==> run_1/layer_met1.png <==
(2 px per um)
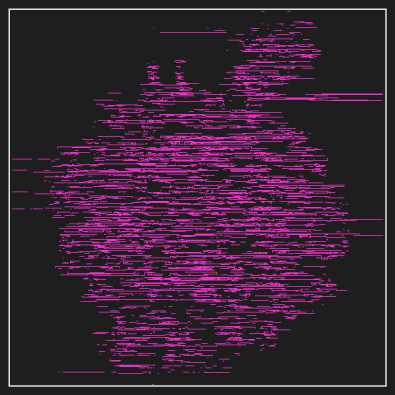
==> run_1/congestion.png <==
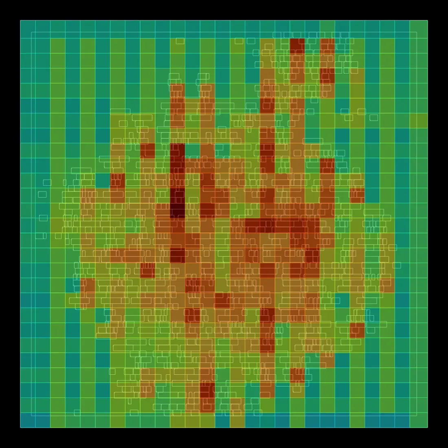
==> run_1/detail.png <==
Window x 34 to 59, y 128 to 153 um. Cells in gray, sequential cells in the stronger gray; small squares are vias.
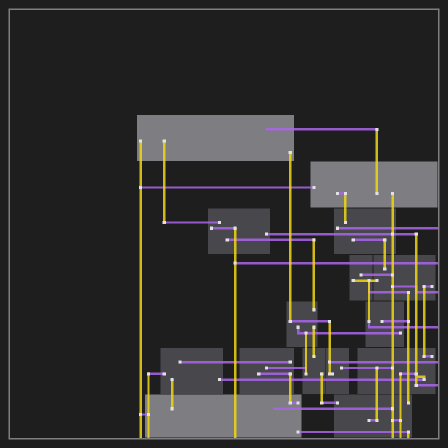
File: src/rtl/hazard_pkg.sv
// Shared encodings for the decode-stage hazard scoreboard: forward selects
// and latency classes.
package hazard_pkg;

  typedef enum logic [1:0] {
    FWD_REG    = 2'b00,
    FWD_EX_MEM = 2'b01,
    FWD_MEM_WB = 2'b10
  } fwd_sel_e;

  localparam int LAT_ALU  = 1;
  localparam int LAT_LOAD = 2;

  function automatic int cnt_width(input int max_lat);
    return $clog2(max_lat + 1);
  endfunction

endpackage

File: src/rtl/hazard_scoreboard_if.sv
// Decode/execute pipeline signals seen by the hazard scoreboard, plus its
// stall, issue and forward-select results.
interface hazard_scoreboard_if #(
  parameter int ADDR_W  = 5,
  parameter int NUM_SRC = 2,
  parameter int CNT_W   = 3
);
  logic                              id_valid;
  logic                              id_flush;
  logic [NUM_SRC-1:0][ADDR_W-1:0]    id_rs;
  logic [NUM_SRC-1:0]                id_rs_used;
  logic                              id_is_branch;
  logic [ADDR_W-1:0]                 id_rd;
  logic                              id_we;
  logic [CNT_W-1:0]                  id_lat;
  logic [NUM_SRC-1:0][ADDR_W-1:0]    ex_rs;
  logic [ADDR_W-1:0]                 ex_mem_rd;
  logic                              ex_mem_we;
  logic [ADDR_W-1:0]                 mem_wb_rd;
  logic                              mem_wb_we;
  logic                              stall;
  logic                              issue;
  logic [NUM_SRC-1:0][1:0]           fwd_ex;
  logic [NUM_SRC-1:0][1:0]           fwd_id;
  logic                              busy;
  logic [15:0]                       stall_count;

  modport master (
    output id_valid, id_flush, id_rs, id_rs_used, id_is_branch, id_rd, id_we,
           id_lat, ex_rs, ex_mem_rd, ex_mem_we, mem_wb_rd, mem_wb_we,
    input  stall, issue, fwd_ex, fwd_id, busy, stall_count
  );

  modport slave (
    input  id_valid, id_flush, id_rs, id_rs_used, id_is_branch, id_rd, id_we,
           id_lat, ex_rs, ex_mem_rd, ex_mem_we, mem_wb_rd, mem_wb_we,
    output stall, issue, fwd_ex, fwd_id, busy, stall_count
  );
endinterface

File: src/rtl/hazard_scoreboard_fwd_select.sv
// One operand's bypass select: EX_MEM beats MEM_WB, x0 never forwards.
module fwd_select
  import hazard_pkg::*;
#(
  parameter int ADDR_W = 5
) (
  input  logic              en,
  input  logic [ADDR_W-1:0] rs,
  input  logic [ADDR_W-1:0] ex_mem_rd,
  input  logic              ex_mem_we,
  input  logic [ADDR_W-1:0] mem_wb_rd,
  input  logic              mem_wb_we,
  output fwd_sel_e          sel
);
  always_comb begin
    sel = FWD_REG;
    if (en) begin
      if (ex_mem_we && ex_mem_rd != '0 && ex_mem_rd == rs)
        sel = FWD_EX_MEM;
      else if (mem_wb_we && mem_wb_rd != '0 && mem_wb_rd == rs)
        sel = FWD_MEM_WB;
    end
  end
endmodule

File: src/rtl/hazard_scoreboard.sv
// Per-register result-latency scoreboard: stalls decode on RAW/WAW hazards
// and produces EX and branch-in-decode bypass selects.
module hazard_scoreboard
  import hazard_pkg::*;
#(
  parameter int ADDR_W  = 5,
  parameter int NUM_SRC = 2,
  parameter int MAX_LAT = 4
) (
  input  logic          clock,
  input  logic          reset,
  hazard_scoreboard_if.slave bus
);
  localparam int CNT_W = cnt_width(MAX_LAT);
  localparam int NREG  = 1 << ADDR_W;

  logic [NREG-1:0][CNT_W-1:0] cnt_q;
  logic [15:0]                stall_cnt_q;
  logic [CNT_W-1:0]           lat_eff;
  logic [NUM_SRC-1:0]         src_haz;
  logic                       waw_haz;
  logic                       live;
  logic                       hazard;
  logic                       wr_en;

  // A zero latency would never block anything; treat it as a plain ALU op.
  assign lat_eff = (bus.id_lat == '0) ? CNT_W'(LAT_ALU) : bus.id_lat;

  // ALU results are forwardable to EX when cnt==1, but a branch resolving
  // in decode needs the value one cycle earlier, so it waits for cnt==0.
  always_comb begin
    src_haz = '0;
    for (int s = 0; s < NUM_SRC; s++) begin
      if (bus.id_rs_used[s] && bus.id_rs[s] != '0) begin
        if (bus.id_is_branch)
          src_haz[s] = (cnt_q[bus.id_rs[s]] != '0);
        else
          src_haz[s] = (cnt_q[bus.id_rs[s]] > CNT_W'(LAT_ALU));
      end
    end
  end

  assign waw_haz = bus.id_we && bus.id_rd != '0 && (cnt_q[bus.id_rd] > lat_eff);
  assign live    = bus.id_valid && !bus.id_flush;
  assign hazard  = (|src_haz) || waw_haz;
  assign wr_en   = bus.issue && bus.id_we && bus.id_rd != '0;

  assign bus.stall       = live && hazard;
  assign bus.issue       = live && !hazard;
  assign bus.busy        = |cnt_q;
  assign bus.stall_count = stall_cnt_q;

  always_ff @(posedge clock or negedge reset) begin
    if (!reset) begin
      cnt_q       <= '0;
      stall_cnt_q <= '0;
    end else begin
      for (int r = 0; r < NREG; r++) begin
        if (r == 0)
          cnt_q[r] <= '0;
        else if (wr_en && bus.id_rd == ADDR_W'(r))
          cnt_q[r] <= lat_eff;
        else if (cnt_q[r] != '0)
          cnt_q[r] <= cnt_q[r] - CNT_W'(1);
      end
      if (bus.stall && stall_cnt_q != 16'hFFFF)
        stall_cnt_q <= stall_cnt_q + 16'd1;
    end
  end

  fwd_sel_e fex_sel [NUM_SRC];
  fwd_sel_e fid_sel [NUM_SRC];

  for (genvar s = 0; s < NUM_SRC; s++) begin : g_fwd
    fwd_select #(.ADDR_W(ADDR_W)) u_ex (
      .en        (1'b1),
      .rs        (bus.ex_rs[s]),
      .ex_mem_rd (bus.ex_mem_rd),
      .ex_mem_we (bus.ex_mem_we),
      .mem_wb_rd (bus.mem_wb_rd),
      .mem_wb_we (bus.mem_wb_we),
      .sel       (fex_sel[s])
    );
    fwd_select #(.ADDR_W(ADDR_W)) u_id (
      .en        (bus.id_is_branch && bus.id_rs_used[s]),
      .rs        (bus.id_rs[s]),
      .ex_mem_rd (bus.ex_mem_rd),
      .ex_mem_we (bus.ex_mem_we),
      .mem_wb_rd (bus.mem_wb_rd),
      .mem_wb_we (bus.mem_wb_we),
      .sel       (fid_sel[s])
    );
    assign bus.fwd_ex[s] = fex_sel[s];
    assign bus.fwd_id[s] = fid_sel[s];
  end

endmodule
File: src/flat_wrapper.sv
// flat-port wrapper written by rule: the top's interface ports become plain ports
module hazard_scoreboard_flat import hazard_pkg::*;
#(
  parameter int ADDR_W  = 5,
  parameter int NUM_SRC = 2,
  parameter int MAX_LAT = 4
)
  (clock, reset, bus_id_valid, bus_id_flush, bus_id_rs, bus_id_rs_used, bus_id_is_branch, bus_id_rd, bus_id_we, bus_id_lat, bus_ex_rs, bus_ex_mem_rd, bus_ex_mem_we, bus_mem_wb_rd, bus_mem_wb_we, bus_stall, bus_issue, bus_fwd_ex, bus_fwd_id, bus_busy, bus_stall_count);
  hazard_scoreboard_if #(.ADDR_W(ADDR_W), .NUM_SRC(NUM_SRC)) bus_i ();
  input  logic clock;
  input  logic reset;
  input wire logic [$bits(bus_i.id_valid)-1:0] bus_id_valid;
  input wire logic [$bits(bus_i.id_flush)-1:0] bus_id_flush;
  input wire logic [$bits(bus_i.id_rs)-1:0] bus_id_rs;
  input wire logic [$bits(bus_i.id_rs_used)-1:0] bus_id_rs_used;
  input wire logic [$bits(bus_i.id_is_branch)-1:0] bus_id_is_branch;
  input wire logic [$bits(bus_i.id_rd)-1:0] bus_id_rd;
  input wire logic [$bits(bus_i.id_we)-1:0] bus_id_we;
  input wire logic [$bits(bus_i.id_lat)-1:0] bus_id_lat;
  input wire logic [$bits(bus_i.ex_rs)-1:0] bus_ex_rs;
  input wire logic [$bits(bus_i.ex_mem_rd)-1:0] bus_ex_mem_rd;
  input wire logic [$bits(bus_i.ex_mem_we)-1:0] bus_ex_mem_we;
  input wire logic [$bits(bus_i.mem_wb_rd)-1:0] bus_mem_wb_rd;
  input wire logic [$bits(bus_i.mem_wb_we)-1:0] bus_mem_wb_we;
  output wire logic [$bits(bus_i.stall)-1:0] bus_stall;
  output wire logic [$bits(bus_i.issue)-1:0] bus_issue;
  output wire logic [$bits(bus_i.fwd_ex)-1:0] bus_fwd_ex;
  output wire logic [$bits(bus_i.fwd_id)-1:0] bus_fwd_id;
  output wire logic [$bits(bus_i.busy)-1:0] bus_busy;
  output wire logic [$bits(bus_i.stall_count)-1:0] bus_stall_count;
  assign bus_i.id_valid = bus_id_valid;
  assign bus_i.id_flush = bus_id_flush;
  assign bus_i.id_rs = bus_id_rs;
  assign bus_i.id_rs_used = bus_id_rs_used;
  assign bus_i.id_is_branch = bus_id_is_branch;
  assign bus_i.id_rd = bus_id_rd;
  assign bus_i.id_we = bus_id_we;
  assign bus_i.id_lat = bus_id_lat;
  assign bus_i.ex_rs = bus_ex_rs;
  assign bus_i.ex_mem_rd = bus_ex_mem_rd;
  assign bus_i.ex_mem_we = bus_ex_mem_we;
  assign bus_i.mem_wb_rd = bus_mem_wb_rd;
  assign bus_i.mem_wb_we = bus_mem_wb_we;
  assign bus_stall = bus_i.stall;
  assign bus_issue = bus_i.issue;
  assign bus_fwd_ex = bus_i.fwd_ex;
  assign bus_fwd_id = bus_i.fwd_id;
  assign bus_busy = bus_i.busy;
  assign bus_stall_count = bus_i.stall_count;
  hazard_scoreboard #(.ADDR_W(ADDR_W), .NUM_SRC(NUM_SRC), .MAX_LAT(MAX_LAT)) u_core (.clock(clock), .reset(reset), .bus(bus_i));
endmodule
File: config.mk
export PLATFORM = sky130hd
export DESIGN_NAME = hazard_scoreboard_flat
export DESIGN_NICKNAME = d
export VERILOG_FILES = /design/src/rtl/hazard_pkg.sv /design/src/rtl/hazard_scoreboard_if.sv /design/src/rtl/hazard_scoreboard_fwd_select.sv /design/src/rtl/hazard_scoreboard.sv /design/src/flat_wrapper.sv
export SDC_FILE = /design/constraint.sdc
export NUM_CORES = 1
export LEC_CHECK = 0
export CORE_MARGIN = 5
export CORE_UTILIZATION = 30
export CTS_BUF_LIST = sky130_fd_sc_hd__clkbuf_4 sky130_fd_sc_hd__clkbuf_8
export DETAILED_ROUTE_END_ITERATION = 8
export GPL_ROUTABILITY_DRIVEN = 1
export PLACE_DENSITY = 0.54
export SYNTH_ARGS = -nofsm -noshare
export SYNTH_HDL_FRONTEND = slang
export SYNTH_SLANG_ARGS = --single-unit
File: constraint.sdc
create_clock -name clock -period 5.1 [get_ports clock]
set_input_delay 0.51 -clock clock [delete_from_list [all_inputs] [get_ports clock]]
set_output_delay 0.51 -clock clock [all_outputs]
set_load 0.05 [all_outputs]
==> impl_metrics.csv, run 1 <==
group,metric,value,unit
synth,area_leaders,"dfrtp_1, mux2i_1, mux4_2",
die,taps,402,
global_routing,grt_max_degree,59,
placed_design,pre_cts_ws,0.576,ns
clock_tree,clock-sinks,109,
status,status,"complete, no violations",
final_layout,design_area,10800,um^2
final_layout,num-nonclk-inverters,76,
synth,xor_share,0.0768,
synth,syn_nets,1079,
timing,slew_headroom,0.278,
placed_design,port_buffers,74,
setup_path,crit_end,"bus_stall",
timing,layout_min_cycle_time,4.51,ns
timing,worst_pin_slew,1.08,ns
clock_tree,cts_tree,"yes",
final_layout,drive_gt1_frac,0.114,
final_layout,layout.nets,1125,
die,rows,65,
setup_path,reg2reg_depth,11,
final_layout,sh_seq_area,0.253,
synth,synth_top_cell_by_area,"dfrtp_1",
setup_path,startpoint_type,"input pin",
synth,synthFlopType,"dfrtp_1",
final_layout,fillers,3212,
setup_path,cp-end-kind,"primary output",
timing,rsz0062_at_grt,"false",
timing,timing_hold_violations_final,0,
routing,via_per_inst,5.46,
clock_tree,cts_max_level,3,
setup_path,crit_fanout,31,
synth,syn-cell-area,9470,um^2
final_layout,syn_to_final_growth,14.0,%
synth,synthAdderAreaFrac,0.0872,
timing,fmax,222,MHz
synth,synthDistinctLibCells,61,
flow_run,drv_cap,0,
synth,ys_seq_share,0.288,
final_layout,nFlopsAndLatches,109,
synth,ys_cells,965,
routing,drtIter0Drc,594,
synth,synth-simple-area-share,0.171,
synth,synth.top_cells.by_count,"mux2i_1, dfrtp_1, inv_1, ha_1, nor2_1",
setup_path,required,4.59,ns
clock_tree,cts_root_buf,"clkbuf_8",
routing,post-route-drc-count,0,
synth,edf_count,0,
die,core,31400,um^2
synth,top_area_frac,0.288,
die,dieWidth,188,um
synth,mux_share,0.254,
timing,hold_slack,0.130,ns
synth,ys_area,9470,um^2
global_routing,grt_pass1_wl,45.5,mm
final_layout,flop_area,2730,um^2
timing,setup_viol,0,
setup_path,reg2reg_slack,1.45,ns
synth,async_flop_share,1.00,
power,leakage,4.99,nW
routing,firstDrtPassIters,5,
routing,post_drt_wl_per_cell,20.4,um
synth,synth_area_per_cell,9.81,um^2
synth,ys_sh_aoi,0.0615,
final_layout,fin_cells,1417,
setup_path,reg2reg_from,"u_core.cnt_q[68]$_DFFE_PN0P_",
power,peakVddDrop,171,uV
clock_tree,clkTransAtPathRegs,0.11,ns
setup_path,arrival,4.00,ns
clock_tree,cts_resized,0,
global_routing,gr-total-overflow,0,
die,die_area,35200,um^2
setup_path,crit_type,"input pin to primary output",
die,die_y,188,um
synth,top_logic_kind,"multiplexers",
final_layout,clk_share,0.0158,
clock_tree,postCtsSetupBuffers,0,
final_layout,buf_share,0.0847,
About layer_met1.png:
share of all routed wire: 43%
nets with wire on the layer: 1025
longest straight run: 48.5 um
main direction: horizontal
wire length on this layer: 12500 um
final WL: 28.9 mm
Vias: 7734

About congestion.png:
grt met3 use: 0.0231
post-layout util: 0.344
gr usage total: 0.162

About detail.png:
| layer | color |
|---|---|
| metal 1 | purple |
| metal 2 | yellow |
sequential cells in the window: 3
cells with their middle in the window: 15
most frequent: mux2i_1 (4), dfrtp_1 (3), ha_1 (2)
netlist names of flops here include: u_core.cnt_q (3)

[run 1: flip-flops by register name, summed over array words and instances, names as in the netlist]
name / flops
u_core.bus.stall_count: 16
u_core.cnt_q: 93
[run 1: power by group]
group | total (mW) | switching, mW | internal [mW]
Sequential | 2.02 | 0.726 | 1.29
Clock | 0.512 | 0.331 | 0.182
Combinational | 2.86 | 1.44 | 1.43
Total | 5.39 | 2.49 | 2.90
[run 1: layout by cell type, fill, tap and decap left out, types with 5 or more instances in the layout]
master and count:
nand4_1 34, xnor2_1 46, o21ai_0 41, nand2_1 52
clkdlybuf4s50_1 70, nand3_1 10, inv_1 74, nor3_1 24
a31oi_1 5, nor4_1 19, dfrtp_1 109, ha_1 66
mux4_2 45, nor4_2 7, a21oi_1 11, nand2b_1 34
nor2_1 64, nor2b_1 6, mux2i_1 128, buf_4 25
mux2_2 10, or4_1 7, xor2_1 37, and3_1 10
clkbuf_8 9
[run 1: layer usage]
layer | vias to the layer above | share of wire | global-route usage
met5 | - | 0 | 0
met4 | 0 | 0.024 | 0.0508
met3 | 43 | 0.053 | 0.0231
met2 | 239 | 0.49 | 0.276
met1 | 3899 | 0.43 | 0.215
li1 | 3553 | - | -
[run 1: worst max-delay path, cell delays in order]
cell and delay [ns]:
buf_2 0.65, mux4_2 0.60, mux4_2 0.52, mux2_2 0.29, ha_1 0.29, a21o_1 0.16, a21oi_1 0.13, nor2_1 0.10
nor3_4 0.20, buf_4 0.28, nor2_1 0.08, buf_4 0.19
[run 1: metrics by stage]
step,total power [mW],utilization
after floorplan,4.01,-
after global routing,5.88,0.344
after CTS,5.41,0.344
after detailed placement,4.88,0.338
final,5.39,0.344
after global placement,4.81,0.338
==> run_1/placement_by_type.png <==
(2 px per um)
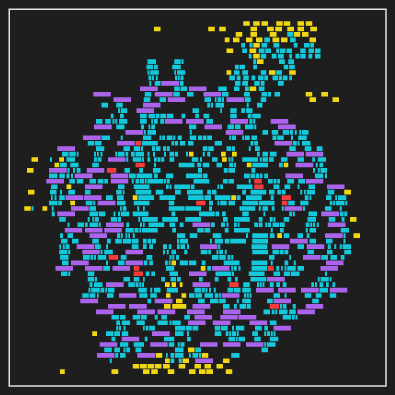

==> run 2, diff against run 1 <==
--- a/config.mk
+++ b/config.mk
@@ -11,6 +11,7 @@
 export DETAILED_ROUTE_END_ITERATION = 8
 export GPL_ROUTABILITY_DRIVEN = 1
 export PLACE_DENSITY = 0.54
+export SKIP_CTS_REPAIR_TIMING = 1
 export SYNTH_ARGS = -nofsm -noshare
 export SYNTH_HDL_FRONTEND = slang
 export SYNTH_SLANG_ARGS = --single-unit
==> constraint.sdc (replaced) <==
create_clock -name clock -period 4.7 [get_ports clock]
set_input_delay 0.47 -clock clock [delete_from_list [all_inputs] [get_ports clock]]
set_output_delay 0.47 -clock clock [all_outputs]
set_load 0.05 [all_outputs]
==> run_2/placement_by_type.png <==
(2 px per um)
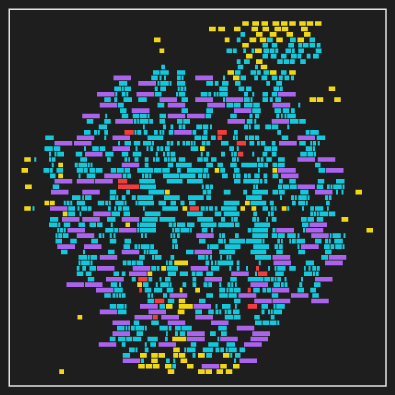
| class | color | cells |
|---|---|---|
| remaining buffers and delay cells | yellow | 98 |
| sequential cells | purple | 109 |
| clock drivers and dummy loads | red | 16 |
| combinational and other logic | cyan | 794 |
Design Area, Final: 10800 um^2
Core Area: 31400 um^2
Rows: 65

==> run_2/layer_met1.png <==
(2 px per um)
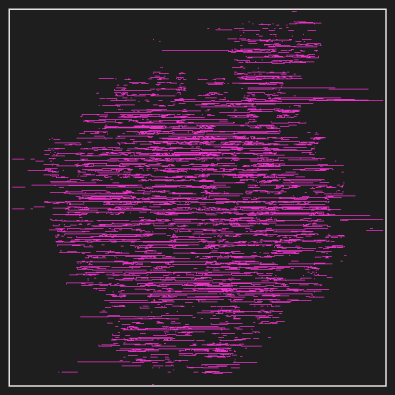
nets with wire on the layer: 1020
main direction: horizontal
wire length on this layer: 12900 um
longest straight run: 57.7 um
Vias: 7750
final WL: 29.2 mm

==> impl_metrics.csv, run 2 <==
group,metric,value,unit
status,status,"complete, no violations",
synth,async_flop_share,1.00,
final_layout,utilization,0.345,
final_layout,top_register,"u_core.cnt_q",
die,dieWidth,188,um
routing,firstDrtPassIters,5,
synth,synth_area_per_cell,9.81,um^2
synth,ys_area,9470,um^2
final_layout,flop_area,2730,um^2
synth,ys_cells,965,
routing,via_per_inst,5.46,
final_layout,fillers,3197,
synth,area_leaders,"dfrtp_1, mux2i_1, mux4_2",
synth,edf_count,0,
synth,syn-cell-area,9470,um^2
setup_path,cp-end-kind,"primary output",
routing,drtIter0Drc,613,
placed_design,port_buffers,74,
synth,synthDistinctLibCells,61,
setup_path,reg2reg_from,"u_core.cnt_q[62]$_DFFE_PN0P_",
routing,met2_length,13.7,mm
clock_tree,cts_root_buf,"clkbuf_8",
setup_path,required,4.23,ns
setup_path,crit_fanout,35,
power,leakage,5.02,nW
synth,synthFlopType,"dfrtp_1",
routing,top_layer,"met4",
synth,syn_nets,1079,
final_layout,drive_gt1_frac,0.116,
routing,post-route-drc-count,0,
timing,layout_min_cycle_time,4.35,ns
die,die_area,35200,um^2
final_layout,fin_cells,1419,
synth,synth_top_cell_by_area,"dfrtp_1",
timing,timing_hold_violations_final,0,
clock_tree,cts_tree,"yes",
==> run_2/detail.png <==
Window x 34 to 59, y 128 to 153 um. Cells in gray, sequential cells in the stronger gray; small squares are vias.
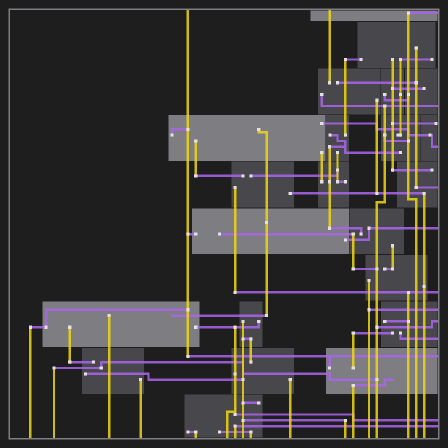
| layer | color |
|---|---|
| metal 1 | purple |
| metal 2 | yellow |
sequential cells in the window: 4
netlist names of flops here include: u_core.cnt_q (4)
most frequent: mux2i_1 (7), dfrtp_1 (4), ha_1 (3)
cells with their middle in the window: 21

run 2: netlist changes by cell type in the layout (fill, tap and decap cells not counted), sizes merged:
cell / delta
clkinv: +1
clkbuf: +1
buf: +1
bufinv: +1
clkinvlp: +1
diode: -1
inv: -2
run 2: routing by layer:
layer	GRT usage	up-vias
met2	0.265	267
met5	0	-
met4	0.0630	0
met3	0.0229	64
li1	-	3562
met1	0.221	3857
run 2: logic make-up (layout without fill, tap and decap cells):
kind of cell             Yosys count  in the layout  synth area share
flip-flops                       109            109             0.288
AND/OR/NAND/NOR                  293            293             0.171
buffers and inverters            138            190            0.0611
adder cells (fa/ha/maj)           66             66            0.0872
multiplexers                     183            183             0.254
XOR/XNOR                          83             83            0.0768
AND-OR/OR-AND                     93             93            0.0615
run 2: final cells by class:
type | count | area share
multi-input cells | 718 | 0.570
flip-flops and latches | 109 | 0.252
repair buffers | 98 | 0.0873
well taps | 402 | 0.0464
inverters | 76 | 0.0263
clock buffers | 10 | 0.0121
clock inverters | 6 | 0.00566
run 2: worst max-delay path, delay by kind of cell:
kind                       cells  cell delay (ns)
AOI/OAI and AO/OA              2             0.29
buffers and inverters          3             1.00
and+or+nand+nor                3             0.40
muxes                          3             1.40
adders and majority gates      1             0.29
run 2: power breakdown:
part           leakage (nW)  total [mW]  switching, mW  internal (mW)
Combinational          3.62        3.13           1.57           1.56
Sequential             1.30        2.20          0.795           1.40
Clock                0.0999       0.613          0.361          0.252
==> run_2/congestion.png <==
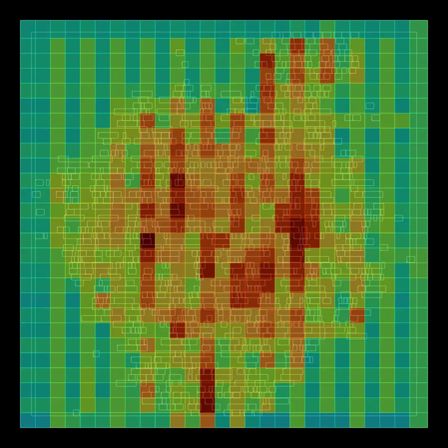

==> run 3, diff against run 2 <==
--- a/config.mk
+++ b/config.mk
@@ -11,7 +11,6 @@
 export DETAILED_ROUTE_END_ITERATION = 8
 export GPL_ROUTABILITY_DRIVEN = 1
 export PLACE_DENSITY = 0.54
-export SKIP_CTS_REPAIR_TIMING = 1
 export SYNTH_ARGS = -nofsm -noshare
 export SYNTH_HDL_FRONTEND = slang
 export SYNTH_SLANG_ARGS = --single-unit
==> constraint.sdc (replaced) <==
create_clock -name clock -period 4.7 [get_ports clock]
set_input_delay 0.47 -clock clock [delete_from_list [all_inputs] [get_ports clock]]
set_output_delay 0.47 -clock clock [all_outputs]
set_load 0.1 [all_outputs]
==> run_3/congestion.png <==
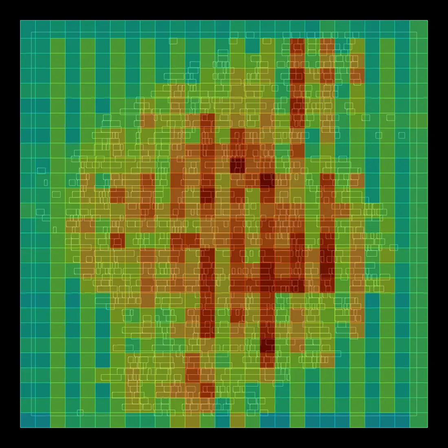
met2 Use GR: 0.271
grt met3 use: 0.0246
post-layout util: 0.348

==> run_3/layer_met1.png <==
(2 px per um)
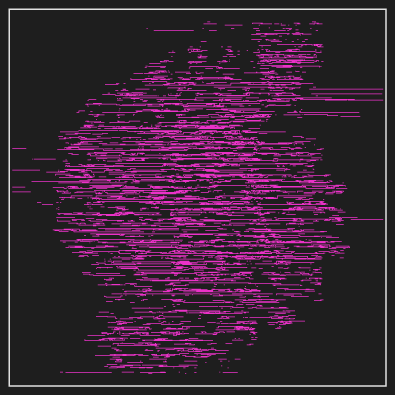
wire length on this layer: 12900 um
main direction: horizontal
grt met1 use: 0.224
final WL: 29.4 mm

==> impl_metrics.csv, run 3 <==
group,metric,value,unit
power,power.share.sequential,0.363,
routing,wl_met3,1.57,mm
routing,via_per_inst,5.44,
timing,layout_min_cycle_time,4.20,ns
clock_tree,cts_resized,0,
global_routing,gr-total-overflow,0,
synth,synth-simple-area-share,0.171,
timing,slew_headroom,0.0903,
setup_path,crit_type,"input pin to primary output",
synth,synth_area_per_cell,9.81,um^2
power,p_int,3.24,mW
die,die_area,35200,um^2
clock_tree,cts_max_level,3,
die,core,31400,um^2
setup_path,required,4.23,ns
flow_run,drv_cap,0,
synth,ys_cells,965,
clock_tree,cts_tree,"yes",
routing,top_layer,"met4",
setup_path,cpMostUsedCell,"buf_12",
global_routing,grt_pass1_wl,46.3,mm
timing,rsz0062_at_grt,"false",
synth,synth_top_cell_by_area,"dfrtp_1",
synth,synthFlopType,"dfrtp_1",
setup_path,cp-end-kind,"primary output",
final_layout,lay_top_cells,"mux2i_1, dfrtp_1, inv_1",
timing,hold_slack,0.109,ns
clock_tree,postCtsSetupBuffers,0,
die,dieWidth,188,um
timing,timing_hold_violations_final,0,
synth,top_area_frac,0.288,
power,switching_share,0.465,
synth,async_flop_share,1.00,
global_routing,grt_max_degree,57,
timing,setup_viol,0,
status,status,"complete, no violations",
synth,xor_share,0.0768,
final_layout,fin_cells,1423,
final_layout,syn_to_final_growth,15.4,%
final_layout,flop_area,2730,um^2
placed_design,port_buffers,74,
placed_design,pre_cts_ws,0.471,ns
final_layout,fillers,3236,
die,die_y,188,um
routing,num_vias,7745,
power,combPwrFrac,0.536,
power,leakage,5.07,nW
power,peakVddDrop,179,uV
setup_path,worstPathCellList,"clkdlybuf4s50_1 > buf_12 > mux4_2 > mux4_2 > mux2_2 > ha_1 > nand3_1 > o211ai_1 > nor2_1 > nor3_4 > buf_12 > nor2_4 > buf_12",
==> run_3/placement_by_type.png <==
(2 px per um)
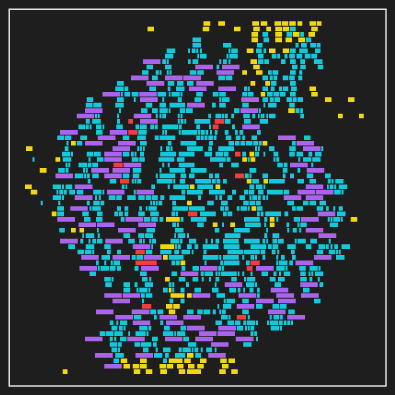
| class | color | cells |
|---|---|---|
| sequential cells | purple | 109 |
| clock drivers and dummy loads | red | 15 |
| remaining buffers and delay cells | yellow | 103 |
| combinational and other logic | cyan | 794 |
Design Area, Final: 10900 um^2
fraction of area in registers: 0.250

## run 3: cell counts after synthesis
No cell type changed its count.
## run 3: stage by stage
step | TNS, ns | utilization | area [um^2] | power [mW]
after floorplan | -1.16 | - | 9500 | 4.45
after global placement | 0 | 0.341 | 10700 | 5.35
after detailed placement | 0 | 0.341 | 10700 | 5.43
after CTS | 0 | 0.348 | 10900 | 6.07
after global routing | 0 | 0.348 | 10900 | 6.58
final | 0 | 0.348 | 10900 | 6.05
## run 3: worst paths after layout
kind,startpoint,end,slack (ns),cells past startpoint
max in group asynchronous,reset,u_core.cnt_q[5]$_DFFE_PN0P_,3.38,2
max,bus_id_rd[1],bus_stall,0.50,13
max reg2reg,u_core.cnt_q[68]$_DFFE_PN0P_,u_core.bus.stall_count[12]$_DFFE_PN0P_,1.00,11
min reg2reg,u_core.bus.stall_count[7]$_DFFE_PN0P_,u_core.bus.stall_count[7]$_DFFE_PN0P_,0.51,1
min in group clock,u_core.bus.stall_count[7]$_DFFE_PN0P_,u_core.bus.stall_count[7]$_DFFE_PN0P_,0.51,1
min,reset,u_core.bus.stall_count[11]$_DFFE_PN0P_,0.11,1
## run 3: layout make-up
cell class,count,share of cell area
Multi-Input combinational cell,718,0.569
Sequential cell,109,0.250
Timing Repair Buffer,103,0.0910
Tap cell,402,0.0461
Inverter,76,0.0261
Clock buffer,11,0.0133
Clock inverter,4,0.00516
## run 3: per-layer routing
| metal | vias to the layer above | global-route usage |
|---|---|---|
| met5 | - | 0 |
| met4 | 0 | 0.0610 |
| met3 | 57 | 0.0246 |
| met2 | 220 | 0.271 |
| met1 | 3907 | 0.224 |
| li1 | 3561 | - |
Power is estimated from default activity; no workload was simulated.
